Run 1, port wiring:
Drawn at 2 px/µm.
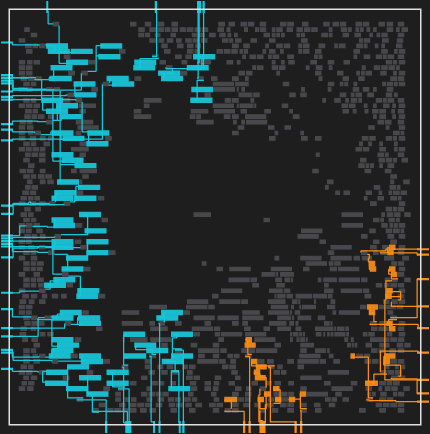
Run 1, clock routing:
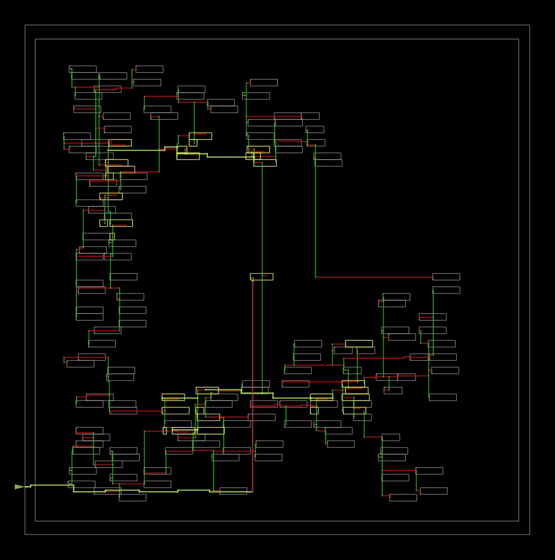
Run 1, signal wires by layer:
Drawn at 2 px/µm.
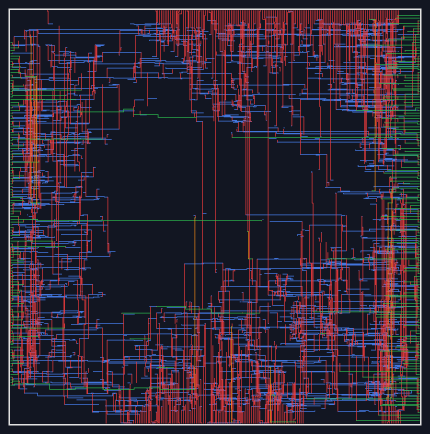
--- config.mk ---
export PLATFORM = sky130hd
export DESIGN_NAME = eh2_dccm_port_arb
export DESIGN_NICKNAME = d
export VERILOG_FILES = /design/src/rtl/eh2_dccm_port_arb_pkg.sv /design/src/rtl/eh2_dccm_arb_fifo.sv /design/src/rtl/eh2_dccm_port_arb.sv
export SDC_FILE = /design/constraint.sdc
export NUM_CORES = 1
export LEC_CHECK = 0
export CORE_AREA = 4 4 201 203
export DETAILED_ROUTE_END_ITERATION = 12
export DIE_AREA = 0 0 205 207
export MAX_ROUTING_LAYER = met4
export PLACE_DENSITY = 0.51
export SLEW_MARGIN = 30
export SYNTH_ARGS = -nofsm -noshare
export SYNTH_HDL_FRONTEND = slang
export SYNTH_SLANG_ARGS = --single-unit
--- constraint.sdc ---
create_clock -name i_clk -period 15.35 [get_ports i_clk]
set_input_delay 2.3025 -clock i_clk [delete_from_list [all_inputs] [get_ports i_clk]]
set_output_delay 2.3025 -clock i_clk [all_outputs]
set_load 0.05 [all_outputs]
--- src/rtl/eh2_dccm_port_arb_pkg.sv ---
// Shared types and defaults for the DCCM port arbiter and its DMA request buffer.
package eh2_dccm_port_arb_pkg;

  // Default geometry of the DCCM port and the DMA request path.
  localparam int DCCM_BITS_DEF        = 16;
  localparam int DCCM_FDATA_WIDTH_DEF = 39;
  localparam int DMA_TAG_W_DEF        = 3;
  localparam int DMA_FIFO_DEPTH_DEF   = 2;
  localparam int DMA_STARVE_MAX_DEF   = 7;

  // One buffered DMA request as held in the FIFO.
  typedef struct packed {
    logic                            write;
    logic [DCCM_BITS_DEF-1:0]        addr;
    logic [DCCM_FDATA_WIDTH_DEF-1:0] wdata;
    logic [DMA_TAG_W_DEF-1:0]        tag;
  } dma_entry_t;

  // Records who issued the read whose data returns next cycle.
  typedef struct packed {
    logic                     valid;
    logic                     is_dma;
    logic [DMA_TAG_W_DEF-1:0] tag;
  } owner_t;

endpackage

--- src/rtl/eh2_dccm_arb_fifo.sv ---
// Small synchronous FIFO buffering DMA requests for the DCCM port arbiter.
// Pointers carry one extra wrap bit so full and empty are distinguishable
// without a separate occupancy counter.
module eh2_dccm_arb_fifo
  import eh2_dccm_port_arb_pkg::*;
#(
  parameter int WIDTH = 8,
  parameter int DEPTH = DMA_FIFO_DEPTH_DEF
) (
  input  logic             i_clk,
  input  logic             i_rst,
  input  logic             i_push,
  input  logic [WIDTH-1:0] i_wdata,
  input  logic             i_pop,
  output logic [WIDTH-1:0] o_rdata,
  output logic             o_full,
  output logic             o_empty
);

  localparam int AW = $clog2(DEPTH);

  logic [AW:0]      r_wr_ptr;
  logic [AW:0]      r_rd_ptr;
  logic [WIDTH-1:0] r_mem [DEPTH];
  logic             w_push;
  logic             w_pop;

  // Same index with opposite wrap bits means the write side lapped the read side.
  assign o_full  = (r_wr_ptr[AW] != r_rd_ptr[AW]) &&
                   (r_wr_ptr[AW-1:0] == r_rd_ptr[AW-1:0]);
  assign o_empty = (r_wr_ptr == r_rd_ptr);
  assign o_rdata = r_mem[r_rd_ptr[AW-1:0]];

  // Overflow and underflow requests are ignored rather than corrupting pointers.
  assign w_push = i_push && !o_full;
  assign w_pop  = i_pop && !o_empty;

  // Pointer update; reset drops every buffered entry.
  always_ff @(posedge i_clk) begin
    if (i_rst) begin
      r_wr_ptr <= '0;
      r_rd_ptr <= '0;
    end else begin
      if (w_push) r_wr_ptr <= r_wr_ptr + (AW+1)'(1);
      if (w_pop)  r_rd_ptr <= r_rd_ptr + (AW+1)'(1);
    end
  end

  // Storage write; contents need no reset because the pointers gate visibility.
  always_ff @(posedge i_clk) begin
    if (w_push) r_mem[r_wr_ptr[AW-1:0]] <= i_wdata;
  end

endmodule

--- src/rtl/eh2_dccm_port_arb.sv ---
// Arbiter for the single DCCM read/write port shared by the LSU pipe and the
// DMA slave. The LSU has priority; a saturating starvation counter forces a
// DMA grant after DMA_STARVE_MAX blocked cycles. Read data, which the DCCM
// returns one cycle after the read enable, is steered back to its issuer.
//
// DMA request handshake: a request transfers on a rising clock edge where both
// i_dma_req_valid and o_dma_req_ready are high. o_dma_req_ready depends only
// on registered FIFO state (never on a same-cycle pop) and is low in reset.
// The LSU side has no ready: o_lsu_stall=1 means the presented request was not
// taken this cycle and must be held.
module eh2_dccm_port_arb
  import eh2_dccm_port_arb_pkg::*;
#(
  parameter int DCCM_BITS        = DCCM_BITS_DEF,
  parameter int DCCM_FDATA_WIDTH = DCCM_FDATA_WIDTH_DEF,
  parameter int DMA_FIFO_DEPTH   = DMA_FIFO_DEPTH_DEF,
  parameter int DMA_STARVE_MAX   = DMA_STARVE_MAX_DEF,
  parameter int DMA_TAG_W        = DMA_TAG_W_DEF
) (
  input  logic                        i_clk,
  input  logic                        i_rst,
  // LSU pipe
  input  logic                        i_lsu_rden,
  input  logic                        i_lsu_wren,
  input  logic [DCCM_BITS-1:0]        i_lsu_addr_lo,
  input  logic [DCCM_BITS-1:0]        i_lsu_addr_hi,
  input  logic [DCCM_FDATA_WIDTH-1:0] i_lsu_wdata_lo,
  input  logic [DCCM_FDATA_WIDTH-1:0] i_lsu_wdata_hi,
  output logic                        o_lsu_stall,
  output logic                        o_lsu_rd_valid,
  output logic [DCCM_FDATA_WIDTH-1:0] o_lsu_rd_data_lo,
  output logic [DCCM_FDATA_WIDTH-1:0] o_lsu_rd_data_hi,
  // DMA slave
  input  logic                        i_dma_req_valid,
  output logic                        o_dma_req_ready,
  input  logic                        i_dma_req_write,
  input  logic [DCCM_BITS-1:0]        i_dma_req_addr,
  input  logic [DCCM_FDATA_WIDTH-1:0] i_dma_req_wdata,
  input  logic [DMA_TAG_W-1:0]        i_dma_req_tag,
  output logic                        o_dma_rsp_valid,
  output logic [DMA_TAG_W-1:0]        o_dma_rsp_tag,
  output logic [DCCM_FDATA_WIDTH-1:0] o_dma_rsp_data,
  // DCCM port
  output logic                        o_dccm_rden,
  output logic                        o_dccm_wren,
  output logic [DCCM_BITS-1:0]        o_dccm_rd_addr_lo,
  output logic [DCCM_BITS-1:0]        o_dccm_rd_addr_hi,
  output logic [DCCM_BITS-1:0]        o_dccm_wr_addr_lo,
  output logic [DCCM_BITS-1:0]        o_dccm_wr_addr_hi,
  output logic [DCCM_FDATA_WIDTH-1:0] o_dccm_wr_data_lo,
  output logic [DCCM_FDATA_WIDTH-1:0] o_dccm_wr_data_hi,
  input  logic [DCCM_FDATA_WIDTH-1:0] i_dccm_rd_data_lo,
  input  logic [DCCM_FDATA_WIDTH-1:0] i_dccm_rd_data_hi
);

  localparam int                CNT_W      = $clog2(DMA_STARVE_MAX + 1);
  localparam logic [CNT_W-1:0]  STARVE_TOP = CNT_W'(DMA_STARVE_MAX);

  dma_entry_t       w_push_entry;
  dma_entry_t       w_head;
  logic             w_fifo_full;
  logic             w_fifo_empty;
  logic             w_push;
  logic             w_pop;

  logic             w_lsu_req;
  logic             w_dma_pend;
  logic             w_force_dma;
  logic             w_grant_lsu;
  logic             w_grant_dma;
  logic             w_grant_read;

  logic [CNT_W-1:0] r_starve_cnt;
  owner_t           r_owner;
  owner_t           w_owner_next;

  // ---------------------------------------------------------------------------
  // DMA request buffer
  // ---------------------------------------------------------------------------

  // Pack the incoming DMA beat into a FIFO entry.
  always_comb begin
    w_push_entry       = '0;
    w_push_entry.write = i_dma_req_write;
    w_push_entry.addr  = i_dma_req_addr;
    w_push_entry.wdata = i_dma_req_wdata;
    w_push_entry.tag   = i_dma_req_tag;
  end

  assign o_dma_req_ready = !i_rst && !w_fifo_full;
  assign w_push          = i_dma_req_valid && o_dma_req_ready;
  assign w_pop           = w_grant_dma;

  eh2_dccm_arb_fifo #(
    .WIDTH ($bits(dma_entry_t)),
    .DEPTH (DMA_FIFO_DEPTH)
  ) u_dma_fifo (
    .i_clk   (i_clk),
    .i_rst   (i_rst),
    .i_push  (w_push),
    .i_wdata (w_push_entry),
    .i_pop   (w_pop),
    .o_rdata (w_head),
    .o_full  (w_fifo_full),
    .o_empty (w_fifo_empty)
  );

  // ---------------------------------------------------------------------------
  // Grant
  // ---------------------------------------------------------------------------

  // Requests are masked in reset so every port output stays quiet.
  assign w_lsu_req   = (i_lsu_rden || i_lsu_wren) && !i_rst;
  assign w_dma_pend  = !w_fifo_empty && !i_rst;
  assign w_force_dma = w_dma_pend && (r_starve_cnt == STARVE_TOP);
  assign w_grant_dma = w_dma_pend && (!w_lsu_req || w_force_dma);
  assign w_grant_lsu = w_lsu_req && !w_force_dma;
  assign o_lsu_stall = w_lsu_req && !w_grant_lsu;

  // A simultaneous LSU read+write is treated as the write.
  assign w_grant_read = (w_grant_lsu && !i_lsu_wren) ||
                        (w_grant_dma && !w_head.write);

  // Count cycles the FIFO head is left waiting; saturate at the force point.
  always_ff @(posedge i_clk) begin
    if (i_rst || w_fifo_empty || w_grant_dma) begin
      r_starve_cnt <= '0;
    end else if (r_starve_cnt != STARVE_TOP) begin
      r_starve_cnt <= r_starve_cnt + CNT_W'(1);
    end
  end

  // ---------------------------------------------------------------------------
  // DCCM port drive
  // ---------------------------------------------------------------------------

  // Route the granted request onto the port; an idle port drives all zeros.
  always_comb begin
    o_dccm_rden       = 1'b0;
    o_dccm_wren       = 1'b0;
    o_dccm_rd_addr_lo = '0;
    o_dccm_rd_addr_hi = '0;
    o_dccm_wr_addr_lo = '0;
    o_dccm_wr_addr_hi = '0;
    o_dccm_wr_data_lo = '0;
    o_dccm_wr_data_hi = '0;
    if (w_grant_lsu) begin
      if (i_lsu_wren) begin
        o_dccm_wren       = 1'b1;
        o_dccm_wr_addr_lo = i_lsu_addr_lo;
        o_dccm_wr_addr_hi = i_lsu_addr_hi;
        o_dccm_wr_data_lo = i_lsu_wdata_lo;
        o_dccm_wr_data_hi = i_lsu_wdata_hi;
      end else begin
        o_dccm_rden       = 1'b1;
        o_dccm_rd_addr_lo = i_lsu_addr_lo;
        o_dccm_rd_addr_hi = i_lsu_addr_hi;
      end
    end else if (w_grant_dma) begin
      // DMA beats are single-bank; the same address and data go to both banks.
      if (w_head.write) begin
        o_dccm_wren       = 1'b1;
        o_dccm_wr_addr_lo = w_head.addr;
        o_dccm_wr_addr_hi = w_head.addr;
        o_dccm_wr_data_lo = w_head.wdata;
        o_dccm_wr_data_hi = w_head.wdata;
      end else begin
        o_dccm_rden       = 1'b1;
        o_dccm_rd_addr_lo = w_head.addr;
        o_dccm_rd_addr_hi = w_head.addr;
      end
    end
  end

  // ---------------------------------------------------------------------------
  // Read return steering
  // ---------------------------------------------------------------------------

  // Capture who owns the read data arriving next cycle.
  always_comb begin
    w_owner_next        = '0;
    w_owner_next.valid  = w_grant_read;
    w_owner_next.is_dma = w_grant_read && w_grant_dma;
    w_owner_next.tag    = (w_grant_read && w_grant_dma) ? w_head.tag : '0;
  end

  // One-stage owner register matching the DCCM read latency.
  always_ff @(posedge i_clk) begin
    if (i_rst) begin
      r_owner <= '0;
    end else begin
      r_owner <= w_owner_next;
    end
  end

  // Exactly one requester sees the returning data; the other side reads zero.
  always_comb begin
    o_lsu_rd_valid   = r_owner.valid && !r_owner.is_dma && !i_rst;
    o_dma_rsp_valid  = r_owner.valid && r_owner.is_dma && !i_rst;
    o_lsu_rd_data_lo = o_lsu_rd_valid ? i_dccm_rd_data_lo : '0;
    o_lsu_rd_data_hi = o_lsu_rd_valid ? i_dccm_rd_data_hi : '0;
    o_dma_rsp_data   = o_dma_rsp_valid ? i_dccm_rd_data_lo : '0;
    o_dma_rsp_tag    = o_dma_rsp_valid ? r_owner.tag : '0;
  end

endmodule
==> deck_impl_summary.md, run 1 <==
Physical Implementation Snapshot

Final layout
  • Layout Nets: 1310
  • FF+latch area: between 0.003 and 0.004 mm²
  • Fillers: 3852
  • Synthesis-to-layout area growth: 89.4%

Final timing
  • F_max: about 120 MHz
  • Post-layout period usage: 53.6%
  • RSZ-0062 raised after global routing: false
  • Max-Slew Margin vs Limit: 39.2%
  • Worst-margin pin slew: 0.911 ns
  • Final min period: 8.23 ns
  • Final Max Slew Viols: 0

Detailed routing
  • DRT Pass-1 Iters: 4
  • Wire per inst: 19.7 µm
  • Met2 routed WL: 16200 µm
  • ANT nets after route: 0
  • Max layer used: met4
  • M1 wire length: 12000 µm
  • Number of remaining DRC errors: 0

Clocking
  • CTS tree: built
  • Clock Tree Root: clkbuf_16
  • Post-CTS setup buffers: 0
  • Total clock sinks: 131
  • Total CTS buffers: 17
  • CTS resizes: 0

Synth
  • Yosys warning total: 0
  • Cell Type Count: 36
  • Yosys stat chip area: 0.00712 mm²
  • Area share of the largest cell type after synthesis: 49.8%
  • Asr flop ratio synth: 0%
  • Synth flops: 131
  • Top cells by count: o2bb2ai_1 (130), and2_1 (120), edfxtp_1 (118)
  • # Cells Yosys: 561
  • Post-synth EDFFs: 118
  • Most common cell in the synthesized netlist: o2bb2ai_1
  • Ys flop type: edfxtp_1

Floorplan
  • Cell Rows: 72
  • Die Size: around 0.042 mm²
  • Die height: 207 µm
  • Die width: 205 µm
  • Fp_density: about 19%

Global route
  • Largest net degree at the start of global routing: 95
  • GR peak layer: met2
  • Initial antenna violation count: 10
  • Grt ovf: 0

Place
  • Dpl cell area: between 0.01 and 0.015 mm²
  • Pre-CTS setup slack: ~6.8 ns
  • Placed insts: 1554

Critical path
  • Worst Path Max Fanout: 78
  • Setup crit end kind: output pin
  • CP Data Arrival Time: 5.92 ns
  • WS Path Type: in2out

Job
  • Max Cap Viol: 0

Run status
  • Status: completed

Power and ir drop
  • Pwr dens: roughly 84 mW/mm²
  • Tot Pwr: 1130 µW

Min path
  • Hold Crit Class: reg2reg
About 'port wiring':
Cyan marks `i_dma_req_wdata`, direction input, edge 26 left, 8 bottom, 5 top, end cells 78, buffers 39, wire 1750 µm. Orange marks `i_lsu_addr_lo`, direction input, edge 9 right, 7 bottom, end cells 31, buffers 16, wire 645 µm.

About 'clock routing':
Flop Count: 131
Clock group: 453 µW
Setup Skew: 0.0114 ns

About 'signal wires by layer':
Red marks met2, wire length 16200 µm. Blue marks met1, wire length 12000 µm. Green marks met3, wire length 2610 µm. Orange marks met4, wire length 664 µm.

[run 1: kinds of logic after synthesis]
| logic type | Yosys count | share of synthesized area [%] |
|---|---|---|
| AOI/OAI and AO/OA | 159 | 20.1 |
| and+or+nand+nor | 145 | 12.4 |
| DFF | 131 | 53.4 |
| muxes | 61 | 8.58 |
| buffers and inverters | 57 | 4.25 |
| xor gates and xnor gates | 6 | 0.844 |
| adders and majority gates | 2 | 0.351 |
[run 1: worst max-delay path, cell delays in order]
cell,delay [ns]
clkdlybuf4s50_1,0.76
inv_1,0.27
nand2_1,0.13
nor2_4,0.37
buf_16,0.22
buf_4,0.62
o2bb2ai_1,0.25
clkdlybuf4s50_1,0.89
[run 1: per-stage QoR]
stage	hold slack [ns]	utilization, %
4_1_cts	0.489	34.9
5_1_grt	0.510	35.0
2_1_floorplan	0.453	-
3_5_place_dp	0.473	33.2
6_report	0.481	35.1
3_3_place_gp	0.465	33.2
[run 1: final cells by class]
class / count / area share, %
repair buffers: 528 / 39.2
flip-flops and latches: 131 / 28.2
multi-input cells: 373 / 22.6
well taps: 518 / 4.81
clock buffers: 18 / 3.18
clock inverters: 14 / 1.68
diodes: 9 / 0.167
inverters: 5 / 0.139
[run 1: power by group]
part | total, µW | switching, µW | internal, µW
Combinational | 270 | 153 | 117
Clock | 453 | 162 | 292
Sequential | 409 | 4.78 | 405
[run 1: path summary, 6_finish.rpt]
check                    startpoint              endpoint  slack (ns)  depth (start not counted)
min reg2reg  u_dma_fifo.r_mem[0][1]            r_owner[1]        0.48                          2
max                           i_rst  o_dccm_wr_data_hi[3]        7.12                          8
max reg2reg         r_starve_cnt[0]            r_owner[2]       12.90                          6
min          u_dma_fifo.r_mem[0][1]            r_owner[1]        0.48                          2
[run 1: layout by cell type, fill, tap and decap left out, drive strengths merged]
| master | Yosys | routed |
|---|---|---|
| and2 | 120 | 120 |
| edfxtp | 118 | 118 |
| o22ai | 1 | 1 |
| bufinv | 0 | 5 |
| clkinv | 0 | 4 |
| o2111a | 1 | 1 |
| clkinvlp | 0 | 1 |
| nor3b | 1 | 1 |
| a21oi | 5 | 5 |
| inv | 5 | 9 |
| o2111ai | 1 | 1 |
| o2bb2ai | 140 | 140 |
| nand2b | 2 | 2 |
| nor2b | 1 | 1 |
| buf | 21 | 9 |
| a221oi | 1 | 1 |
| nand3 | 2 | 2 |
| a211o | 1 | 1 |
| ha | 2 | 2 |
| nand2 | 5 | 5 |
| and3 | 1 | 1 |
| or2 | 1 | 1 |
| nor2 | 10 | 10 |
| xor2 | 3 | 3 |
| xnor2 | 3 | 3 |
| nor3 | 2 | 2 |
| a21o | 2 | 2 |
| a211oi | 3 | 3 |
| dfxtp | 13 | 13 |
| mux2i | 61 | 61 |
| clkbuf | 31 | 18 |
| clkdlybuf4s50 | 0 | 519 |
| diode | 0 | 9 |
| o21ai | 4 | 4 |
[run 1: sequential cells by signal (all words and copies together) (netlist names), named ones only]
name,flops
u_dma_fifo.r_mem,118
r_starve_cnt,3
u_dma_fifo.r_rd_ptr,2
r_owner,5
u_dma_fifo.r_wr_ptr,2
## Run 2: what changed since run 1
--- a/config.mk
+++ b/config.mk
@@ -5,11 +5,11 @@
 export SDC_FILE = /design/constraint.sdc
 export NUM_CORES = 1
 export LEC_CHECK = 0
-export CORE_AREA = 4 4 201 203
+export CORE_AREA = 4 4 203 205
 export DETAILED_ROUTE_END_ITERATION = 12
-export DIE_AREA = 0 0 205 207
+export DIE_AREA = 0 0 207 209
 export MAX_ROUTING_LAYER = met4
-export PLACE_DENSITY = 0.51
+export PLACE_DENSITY = 0.5
 export SLEW_MARGIN = 30
 export SYNTH_ARGS = -nofsm -noshare
 export SYNTH_HDL_FRONTEND = slang
==> constraint.sdc (replaced) <==
create_clock -name i_clk -period 8.5 [get_ports i_clk]
set_input_delay 1.275 -clock i_clk [delete_from_list [all_inputs] [get_ports i_clk]]
set_output_delay 1.275 -clock i_clk [all_outputs]
set_load 0.05 [all_outputs]
Run 2, port wiring:
Drawn at 2 px/µm.
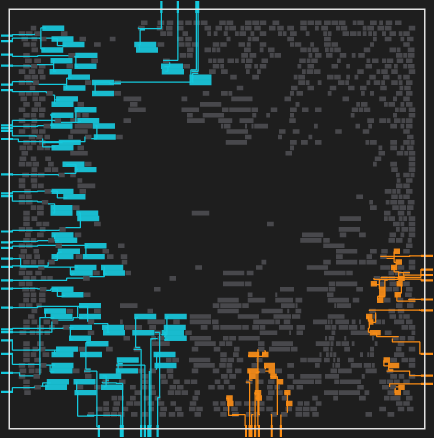
Cyan marks `i_dma_req_wdata`, direction input, edge 27 left, 8 bottom, 4 top, end cells 78, buffers 39, wire 1600 µm. Orange marks `i_lsu_addr_lo`, direction input, edge 9 right, 7 bottom, end cells 31, buffers 16, wire 514 µm.

==> run 2 against run 1 <==
Against the previous run: worst setup slack lost 4.5 ns; sequential share of layout area grew 0.28 points; design area shrank 0.98%; global-route usage shrank 0.33 points; critical path depth shrank 2; die size grew 2.0%; synthesized cell count is the same; clock power grew about 50%; sequential cell count is the same; non-clock buffer count shrank 1; combinational power grew about 80%; via count shrank 0.55%; largest cell class unchanged.
==> deck_impl_summary.md, run 2 <==
Physical Implementation Snapshot

Run status
  • Status: completed

Min path
  • Hold EP: r_owner[2]
  • Hold Crit Start: u_dma_fifo.r_mem[0][2]
  • Hold depth: 2
  • Hold Crit Class: reg2reg

Critical path
  • Worst Path Max Fanout: 94
  • Reg-to-Reg Start: r_starve_cnt[0]
  • Setup crit end kind: output pin
  • Flop2flop setup slack: 6.15 ns
  • Critical Path Source: i_rst
  • CP Data Arrival Time: 4.58 ns
  • Depth of the worst register-to-register path: 6
  • WS Path Type: in2out
  • R2R Path End: r_owner[0]

Final timing
  • RSZ-0062 raised after global routing: false
  • Setup Skew: about 0.011 ns
  • Post-layout period usage: 68.9%
  • F_max: 171 MHz
  • Max-Slew Margin vs Limit: about two fifths
  • WHS: ~0.48 ns
  • Worst-margin pin slew: between 0.8 and 0.9 ns
  • Final min period: roughly 5.9 ns
  • Final Max Slew Viols: 0

Global route
  • Grt ovf: 0
  • Initial antenna violation count: 3
  • Largest net degree at the start of global routing: ~95

Place
  • Dpl cell area: 0.0128 mm²

Final layout
  • Synthesis-to-layout area growth: 87.6%
  • Dominant logic cell type in the layout: clkdlybuf4s50_1
  • Most frequent cells in the layout: clkdlybuf4s50_1 (519), o2bb2ai_1 (130), and2_1 (120)
  • Layout Nets: 1309
  • Fin util: approximately a third
  • Max reg flops: 118
  • Layout cells sized above 1: 5.62%

Power and ir drop
  • Sw Share: 30.6%
  • Tot Pwr: 1910 µW
  • Clock power frac: 35.7%
  • Pwr dens: 143 mW/mm²
  • P_sw: 583 µW
  • Sequential share of power: 38.8%
  • Pint: 1320 µW

Detailed routing
  • DRT Pass-1 Iters: 4
  • Number of remaining DRC errors: 0
  • DRT Wirelength: 30800 µm
  • Wire per inst: ~19 µm
  • ANT nets after route: 0

Synth
  • MUX share of area: roughly 8.6%
  • Yosys warning total: 0
  • Simple Share, Synth: between 10% and 20%
  • Synth Area in XOR/XNOR: 0.844%
  • Asr flop ratio synth: 0%
  • AO/OA Area Share: 20.1%
  • Post-synth EDFFs: roughly 120
  • Top cells by count: o2bb2ai_1 (130), and2_1 (120), edfxtp_1 (118)
  • Adder share: 0.352%
  • Ys flop type: edfxtp_1
  • Top logic family: AND-OR/OR-AND gates
  • # Cells Yosys: about 560
  • Most common cell in the synthesized netlist: o2bb2ai_1
  • Yosys stat chip area: roughly 0.007 mm²
  • Area share of the largest cell type after synthesis: 49.8%
  • Cell Type Count: 36

Floorplan
  • Cell Rows: 73
  • Die Size: 0.0433 mm²
  • Fp_density: 18.0%
  • Die height: 209 µm
  • Die width: between 200 and 250 µm

Clocking
  • CTS resizes: 0
  • Total clock sinks: 131
  • Clock Tree Root: clkbuf_16
  • Total CTS buffers: 17
  • Post-CTS setup buffers: 0
  • CTS tree: built

Job
  • Max Cap Viol: 0
Run 2, signal wires by layer:
Drawn at 2 px/µm.
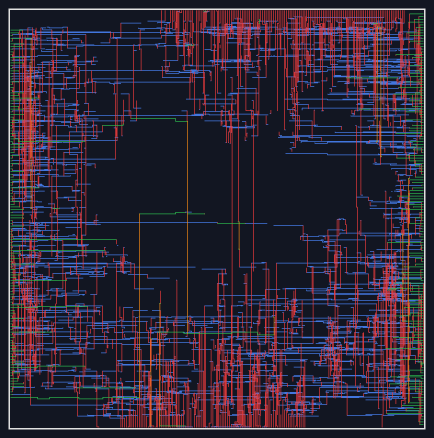
Orange marks met4, wire length 690 µm. Red marks met2, wire length 15300 µm. Green marks met3, wire length 1770 µm. Blue marks met1, wire length 13100 µm.

run 2: cell type report:
cell class	count	area (µm²)
clock buffers	18	429
flip-flops and latches	131	3810
well taps	525	657
fillers	4022	26100
multi-input cells	373	3050
inverters	5	18.8
clock inverters	14	118
diodes	2	5.00
repair buffers	527	5270
run 2: logic make-up after synthesis:
group	count (synthesis)
AOI/OAI and AO/OA	159
and+or+nand+nor	145
DFF	131
muxes	61
buffers and inverters	57
xor gates and xnor gates	6
adders and majority gates	2
run 2: metal layers:
layer / part of all wire (%) / vias to the layer above / track usage (%)
met1: 42 / 3056 / 16.5
met3: 5.7 / 23 / 3.42
li1: - / 3157 / -
met2: 50 / 327 / 24.0
met4: 2.2 / 0 / 4.35
met5: 0 / - / -
run 2: critical path: stages:
cell	delay, ns
clkdlybuf4s50_1	0.75
a221oi_4	0.54
nand2b_4	0.26
buf_6	0.32
o2bb2ai_1	0.41
clkdlybuf4s50_1	0.87
run 2: worst max path at each step:
stage | end | slack [ns] | cells past startpoint
floorplan | u_dma_fifo.r_mem[1][0] | 2.09 | 2
global placement | o_dccm_wr_data_hi[19] | 2.48 | 6
detailed placement | o_dccm_wr_data_hi[19] | 2.63 | 6
CTS | o_dccm_wr_data_hi[19] | 2.61 | 6
global route | o_dccm_wr_data_hi[19] | 2.47 | 6
finish | o_dccm_wr_data_hi[19] | 2.65 | 6
run 2: metrics by stage:
stage / std cells / setup slack [ns]
after floorplan: 561 / 2.09
after global placement: 1561 / 2.48
after detailed placement: 1561 / 2.63
after CTS: 1593 / 2.61
after global routing: 1594 / 2.47
final: 1595 / 2.65
run 2: power by group through the flow:
stage | combinational, µW | sequential, µW | clock [µW]
2_1_floorplan | 248 | 753 | 0
3_3_place_gp | 489 | 753 | 0
3_5_place_dp | 491 | 754 | 0
4_1_cts | 493 | 740 | 706
5_1_grt | 511 | 741 | 741
6_report | 486 | 739 | 680
No activity file was given, so power comes from the tool's default toggle rates.
